### config.mk
export PLATFORM = sky130hd
export DESIGN_NAME = dma_req_arbiter
export DESIGN_NICKNAME = d
export VERILOG_FILES = /design/src/rtl/dma_req_arbiter.sv
export SDC_FILE = /design/constraint.sdc
export NUM_CORES = 1
export LEC_CHECK = 0
export CORE_MARGIN = 8
export CORE_UTILIZATION = 30
export CTS_CLUSTER_SIZE = 8
export DETAILED_ROUTE_END_ITERATION = 10
export PLACE_DENSITY_LB_ADDON = 0.2
export SYNTH_ARGS = -nofsm -noshare
export SYNTH_HDL_FRONTEND = slang
export SYNTH_SLANG_ARGS = --single-unit
export TNS_END_PERCENT = 1
### constraint.sdc
create_clock -name CLK -period 2.4 [get_ports CLK]
set_input_delay 0.48 -clock CLK [delete_from_list [all_inputs] [get_ports CLK]]
set_output_delay 0.48 -clock CLK [all_outputs]
set_load 0.05 [all_outputs]
### src/rtl/dma_req_arbiter.sv
// rtl/dma_req_arbiter.sv - N-channel DMA request arbiter with HRQ/HLDA hold handshake
module dma_req_arbiter #(
  parameter int NUM_CH        = 4,
  parameter int DREQ_ACT_HIGH = 1,
  parameter int DACK_ACT_HIGH = 0
) (
  input  logic                      CLK,
  input  logic                      RESET,
  input  logic [NUM_CH-1:0]         DREQ,
  input  logic [NUM_CH-1:0]         mask_i,
  input  logic [NUM_CH-1:0]         sw_req_set_i,
  input  logic                      rotate_i,
  input  logic                      HLDA,
  input  logic                      done_i,
  output logic                      HRQ,
  output logic [NUM_CH-1:0]         DACK,
  output logic                      grant_valid_o,
  output logic [$clog2(NUM_CH)-1:0] grant_ch_o,
  output logic [NUM_CH-1:0]         sw_req_o,
  output logic                      hlda_err_o
);

  localparam int CW      = $clog2(NUM_CH);
  localparam int LAST_CH = NUM_CH - 1;

  localparam logic              DREQ_ON   = (DREQ_ACT_HIGH != 0);
  localparam logic              DACK_ON   = (DACK_ACT_HIGH != 0);
  localparam logic [NUM_CH-1:0] DREQ_IDLE = {NUM_CH{~DREQ_ON}};
  localparam logic [NUM_CH-1:0] DACK_IDLE = {NUM_CH{~DACK_ON}};
  localparam logic [CW:0]       CH_COUNT  = NUM_CH[CW:0];
  localparam logic [CW-1:0]     CH_LAST   = LAST_CH[CW-1:0];
  localparam logic [NUM_CH-1:0] ONE_HOT0  = {{(NUM_CH-1){1'b0}}, 1'b1};

  typedef enum logic [1:0] {
    ST_IDLE     = 2'd0,
    ST_HOLD_REQ = 2'd1,
    ST_GRANT    = 2'd2,
    ST_RELEASE  = 2'd3
  } state_e;

  state_e              state_q, state_d;
  logic [NUM_CH-1:0]   dreq_meta_q, dreq_sync_q;
  logic [NUM_CH-1:0]   sw_req_q, sw_req_d;
  logic [CW-1:0]       prio_ptr_q, prio_ptr_d;
  logic [CW-1:0]       grant_ch_q, grant_ch_d;
  logic                grant_valid_q, grant_valid_d;
  logic                hrq_q, hrq_d;
  logic [NUM_CH-1:0]   dack_q, dack_d;
  logic                hlda_err_q, hlda_err_d;

  logic [NUM_CH-1:0]   dreq_norm;
  logic [NUM_CH-1:0]   pending;
  logic                any_pending;
  logic [CW-1:0]       eff_ptr;
  logic [2*NUM_CH-1:0] pend_dbl;
  logic [NUM_CH-1:0]   pend_rot;
  logic [CW-1:0]       win_off;
  logic [CW:0]         win_sum;
  logic [CW-1:0]       win_ch;
  logic                done_ok;
  logic [NUM_CH-1:0]   grant_oh_q;
  logic [NUM_CH-1:0]   grant_oh_d;
  logic [CW-1:0]       ptr_after_grant;

  // Two-flop synchroniser on the raw DREQ pins; reset parks it at "not requesting"
  always_ff @(posedge CLK) begin
    if (RESET) begin
      dreq_meta_q <= DREQ_IDLE;
      dreq_sync_q <= DREQ_IDLE;
    end else begin
      dreq_meta_q <= DREQ;
      dreq_sync_q <= dreq_meta_q;
    end
  end

  assign dreq_norm   = DREQ_ON ? dreq_sync_q : ~dreq_sync_q;
  assign pending     = (dreq_norm & ~mask_i) | sw_req_q;
  assign any_pending = |pending;
  assign eff_ptr     = rotate_i ? prio_ptr_q : '0;

  // Winner search: rotate pending so prio_ptr lands at bit 0, take lowest set bit, map back
  always_comb begin
    pend_dbl = {pending, pending} >> eff_ptr;
    pend_rot = pend_dbl[NUM_CH-1:0];
    win_off  = '0;
    for (int i = NUM_CH - 1; i >= 0; i--) begin
      if (pend_rot[i]) begin
        win_off = CW'(i);
      end
    end
    win_sum = {1'b0, eff_ptr} + {1'b0, win_off};
    if (win_sum >= CH_COUNT) begin
      win_sum = win_sum - CH_COUNT;
    end
    win_ch = win_sum[CW-1:0];
  end

  // Bus-hold state register
  always_ff @(posedge CLK) begin
    if (RESET) begin
      state_q <= ST_IDLE;
    end else begin
      state_q <= state_d;
    end
  end

  // Next-state logic; a live grant ignores pending/mask changes until done_i or HLDA loss
  always_comb begin
    state_d    = state_q;
    grant_ch_d = grant_ch_q;
    hlda_err_d = hlda_err_q;
    done_ok    = 1'b0;
    case (state_q)
      ST_IDLE: begin
        if (any_pending) begin
          state_d = ST_HOLD_REQ;
        end
      end
      ST_HOLD_REQ: begin
        if (HLDA) begin
          if (any_pending) begin
            state_d    = ST_GRANT;
            grant_ch_d = win_ch;
          end else begin
            state_d = ST_RELEASE;
          end
        end else if (!any_pending) begin
          state_d = ST_IDLE;
        end
      end
      ST_GRANT: begin
        if (done_i) begin
          state_d = ST_RELEASE;
          done_ok = 1'b1;
        end else if (!HLDA) begin
          state_d    = ST_IDLE;
          hlda_err_d = 1'b1;
        end
      end
      ST_RELEASE: begin
        if (!HLDA) begin
          state_d = ST_IDLE;
        end
      end
      default: begin
        state_d = ST_IDLE;
      end
    endcase
  end

  assign grant_oh_q      = ONE_HOT0 << grant_ch_q;
  assign grant_oh_d      = ONE_HOT0 << grant_ch_d;
  assign ptr_after_grant = (grant_ch_q == CH_LAST) ? '0 : grant_ch_q + 1'b1;

  // Output, software-request and priority-pointer next values, all derived from state_d
  always_comb begin
    grant_valid_d = (state_d == ST_GRANT);
    hrq_d         = (state_d == ST_HOLD_REQ) || (state_d == ST_GRANT);
    dack_d        = DACK_IDLE;
    if (grant_valid_d) begin
      dack_d = DACK_ON ? grant_oh_d : ~grant_oh_d;
    end
    sw_req_d = sw_req_q;
    if (done_ok) begin
      sw_req_d = sw_req_d & ~grant_oh_q;
    end
    sw_req_d   = sw_req_d | sw_req_set_i;
    prio_ptr_d = prio_ptr_q;
    if (!rotate_i) begin
      prio_ptr_d = '0;
    end else if (done_ok) begin
      prio_ptr_d = ptr_after_grant;
    end
  end

  // Registered outputs and arbitration state
  always_ff @(posedge CLK) begin
    if (RESET) begin
      sw_req_q      <= '0;
      prio_ptr_q    <= '0;
      grant_ch_q    <= '0;
      grant_valid_q <= 1'b0;
      hrq_q         <= 1'b0;
      dack_q        <= DACK_IDLE;
      hlda_err_q    <= 1'b0;
    end else begin
      sw_req_q      <= sw_req_d;
      prio_ptr_q    <= prio_ptr_d;
      grant_ch_q    <= grant_ch_d;
      grant_valid_q <= grant_valid_d;
      hrq_q         <= hrq_d;
      dack_q        <= dack_d;
      hlda_err_q    <= hlda_err_d;
    end
  end

  assign HRQ           = hrq_q;
  assign DACK          = dack_q;
  assign grant_valid_o = grant_valid_q;
  assign grant_ch_o    = grant_ch_q;
  assign sw_req_o      = sw_req_q;
  assign hlda_err_o    = hlda_err_q;

endmodule

Figure 1. Routed clock nets over the placement.
The bar under the picture is 20 µm long.
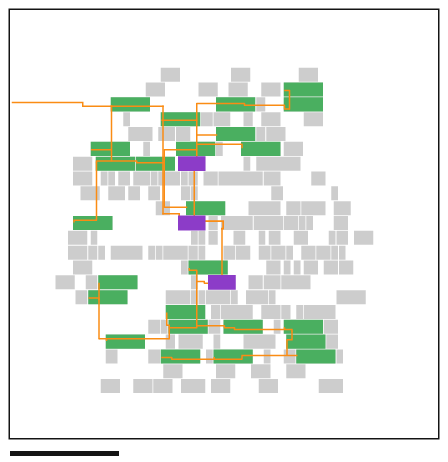
[clock wires] orange | length: 305 µm
[flip-flops] green | count: 25
[clock-net drivers] purple | count: 3
routed clock nets: 4
Clock net power: 0.242 mW
clock latency of the later-clocked register in the worst-skew pair: 0.26 ns
clock power share: 26.0%

Figure 2. Gate families picked out.
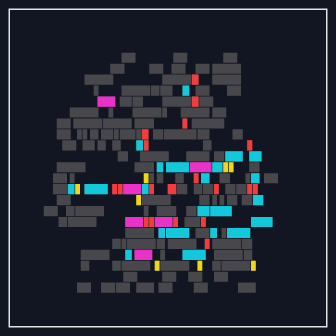
| family | color | cells |
|---|---|---|
| fa/ha/maj cells | magenta | 6 |
| aoi and oai cells | cyan | 22 |
| inv cells | yellow | 8 |
| nand cells | red | 19 |
most frequent logic cell in the layout: sky130_fd_sc_hd__clkdlybuf4s50_1
filler-free cell count of the finished design: 220
multi-input logic portion of the cell area: 38.6%

==> impl_metrics.json <==
{
  "rr_endpoint": "DACK[3]",
  "cp.depth": 11,
  "synth.yosys.chip_area_um2": 1170,
  "powerDensity_nw_per_um2": 542,
  "dieHeight_um": 78.5,
  "largest_area_cell": "sky130_fd_sc_hd__dfxtp_1",
  "syn-num-nets": 150,
  "top_cell_area_share_pct": 42.7,
  "critical_path_buf_inv_count": 2,
  "htreeDepth": 1,
  "ys_types": 32,
  "synth.top_cells.by_area": "sky130_fd_sc_hd__dfxtp_1 (43%), sky130_fd_sc_hd__ha_1 (6.4%), sky130_fd_sc_hd__nor2b_1 (6.4%)",
  "period_used_pct": 95.6,
  "cts_root_buf": "sky130_fd_sc_hd__clkbuf_8",
  "worst_setup_path_start_kind": "primary input",
  "syn_area_um2": 1170,
  "run_status": "finished, final reports clean",
  "layout-area-overhead-vs-synth_pct": 46.5,
  "cts-resized-gates": 1,
  "hold_path.startpoint": "dreq_meta_q[1]",
  "openroad.warnings": 29,
  "r2r_setup_slack_ns": 0.41,
  "r2r.worst_path.cells": 10,
  "worst_setup_hold_path_clk_slew_ns": 0.08,
  "final-nonclk-buf-share_pct": 24.4,
  "routedWlPerCell_um": 11.9,
  "mi_logic_area_um2": 663,
  "routed_wirelength_um": 2620,
  "final_area_um2": 1720,
  "seq_cell_count": 25,
  "yosysMostFrequentCell": "sky130_fd_sc_hd__dfxtp_1",
  "cts_made_buffers": 3,
  "post-layout-total-power_mw": 0.932,
  "final_cell_mix": "sky130_fd_sc_hd__clkdlybuf4s50_1 (27), sky130_fd_sc_hd__dfxtp_1 (25), sky130_fd_sc_hd__nor2_1 (15), sky130_fd_sc_hd__nand2_1 (15), sky130_fd_sc_hd__buf_4 (15)",
  "finalWorstSetupSlack_ns": 0.105,
  "grt_total_usage_pct": 8.54,
  "gp_congestion": 0.764,
  "cts_sinks": 25,
  "clock_path_buffers": 2,
  "clock-skew-final_ns": 0.00259,
  "via_per_inst": 4.40,
  "slew_headroom_pct": 65.3,
  "critPathTopFamily": "AND-OR/OR-AND gates",
  "drcViolationCount": 0,
  "maxClockFrequency_mhz": 436,
  "area_dominant_cell_class_after_layout": "combinational gates",
  "seq_share_pct": 29.1,
  "synth_cells": 127,
  "antenna_found_initial": 0,
  "ordered_cell_list_for_the_critical_path": "clkdlybuf4s50_1 -> inv_2 -> a21oi_4 -> nand2_1 -> o21ai_2 -> a221oi_2 -> a31oi_1 -> ha_2 -> mux2i_4 -> and2_1 -> a21bo_1",
  "leakage_nw": 0.681,
  "max_slew_vio_count": 0,
  "fin_setup_tns_ns": 0,
  "finish.utilization_pct": 46.2,
  "hold_depth": 1,
  "worst_path_largest_cell_delay_ns": 0.47,
  "floorplan.io_pins": 30,
  "die_w_um": 78.5,
  "core_area_um2": 3720,
  "clock_tree_area_fraction_pct": 2.62,
  "clock_buffer_instance_count_of_the_final_layout": 4,
  "edff_count_synth": 0,
  "rr_startpoint": "sw_req_o[1]",
  "pre_cts_slack_ns": -0.311,
  "synth.avg_cell_area_um2": 9.23,
  "die_area_um2": 6160,
  "hold_slack_ns": 0.448,
  "critPathLaunch": "mask_i[2]",
  "synth-main-ff-cell": "sky130_fd_sc_hd__dfxtp_1",
  "yosys_register_bits": 25,
  "grt_start_max_net_pins": 20,
  "cpMaxStageDelayCell": "sky130_fd_sc_hd__clkdlybuf4s50_1",
  "setup.worst_path.end_class": "flop",
  "ys_cells": 127,
  "hold_violations": 0,
  "tritoncts": "built",
  "cts_setup_buffers": 0,
  "logic_gates": 90,
  "detail-route-antenna-nets": 0,
  "crit_type": "primary input to flop",
  "tightest_slew_ns": 0.519,
  "firstDrtPassIters": 4,
  "ctsHoldBuffers": 0,
  "post_synth_most_frequent_cells": "sky130_fd_sc_hd__dfxtp_1 (25), sky130_fd_sc_hd__nor2_1 (16), sky130_fd_sc_hd__nand2_1 (15)",
  "taps": 48,
  "critical_path_data_arrival_time_ns": 2.46,
  "dp.final_hpwl_um": 2080,
  "hold_path_class": "flop to flop",
  "worst_setup_path_endpoint": "DACK[2]",
  "timing.hold.worst_endpoint": "dreq_norm[1]",
  "port-buffer-count": 29,
  "worst_ir_drop_vdd_mv": 0.306,
  "worst-path-max-fanout": 5,
  "inverters": 8,
  "endpoints_failing_setup": 0,
  "fp_util_pct": 31.5,
  "placement_rows": 22,
  "place.detailed.instances": 214,
  "antenna-diode-count": 0,
  "synthesis.yosys.warnings": 0,
  "first_global_vias": 994,
  "first_iter_violations": 52,
  "layout.area.seq_um2": 500,
  "grt_pass1_wl_um": 4350,
  "placed_area_um2": 1610,
  "maxCapViolations": 0,
  "via_count_of_the_routed_design": 968,
  "synth-async-reset-ratio_pct": 0,
  "sequential_fraction_of_the_synthesis_area_pct": 42.7,
  "nonClockBufferCount": 45,
  "final_period_minus_worst_setup_slack_ns": 2.30
}
Figure 3. Wires at chosen ports, followed through buffers.
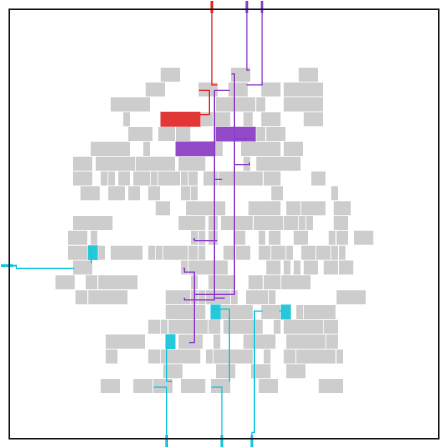
| port | color | direction | edge | end cells | wire |
|---|---|---|---|---|---|
| grant_ch_o | purple | output | top | 2 | 154 µm |
| sw_req_set_i | cyan | input | 3 bottom, 1 left | 4 | 86.6 µm |
| grant_valid_o | red | output | top | 1 | 22.5 µm |

==> layer usage <==
layer | global-route usage, % | up-vias | routed length (µm)
met5 | 0 | - | 0
met2 | 15.0 | 13 | 1300
li1 | - | 515 | -
met1 | 9.50 | 438 | 1190
met4 | 3.33 | 0 | 19
met3 | 2.39 | 2 | 106
==> kinds of logic (layout without fill, tap and decap cells) <==
kind of cell               count (synthesis)  count (layout)  synth area share (%)
DFF                                       25              25                  42.7
AOI/OAI and AO/OA                         26              26                  19.6
and+or+nand+nor                           55              55                  22.9
buffers and inverters                     12              57                  4.48
muxes                                      2               2                  3.09
xor gates and xnor gates                   1               1                 0.747
adders and majority gates                  6               6                  6.40
==> where the power goes <==
part           switching (mW)  leakage (nW)  internal [mW]
logic                   0.122         0.452          0.111
clock network           0.124        0.0228          0.118
registers              0.0194         0.206          0.438
Power figures rest on the tool's default switching activity, not on a simulated workload.
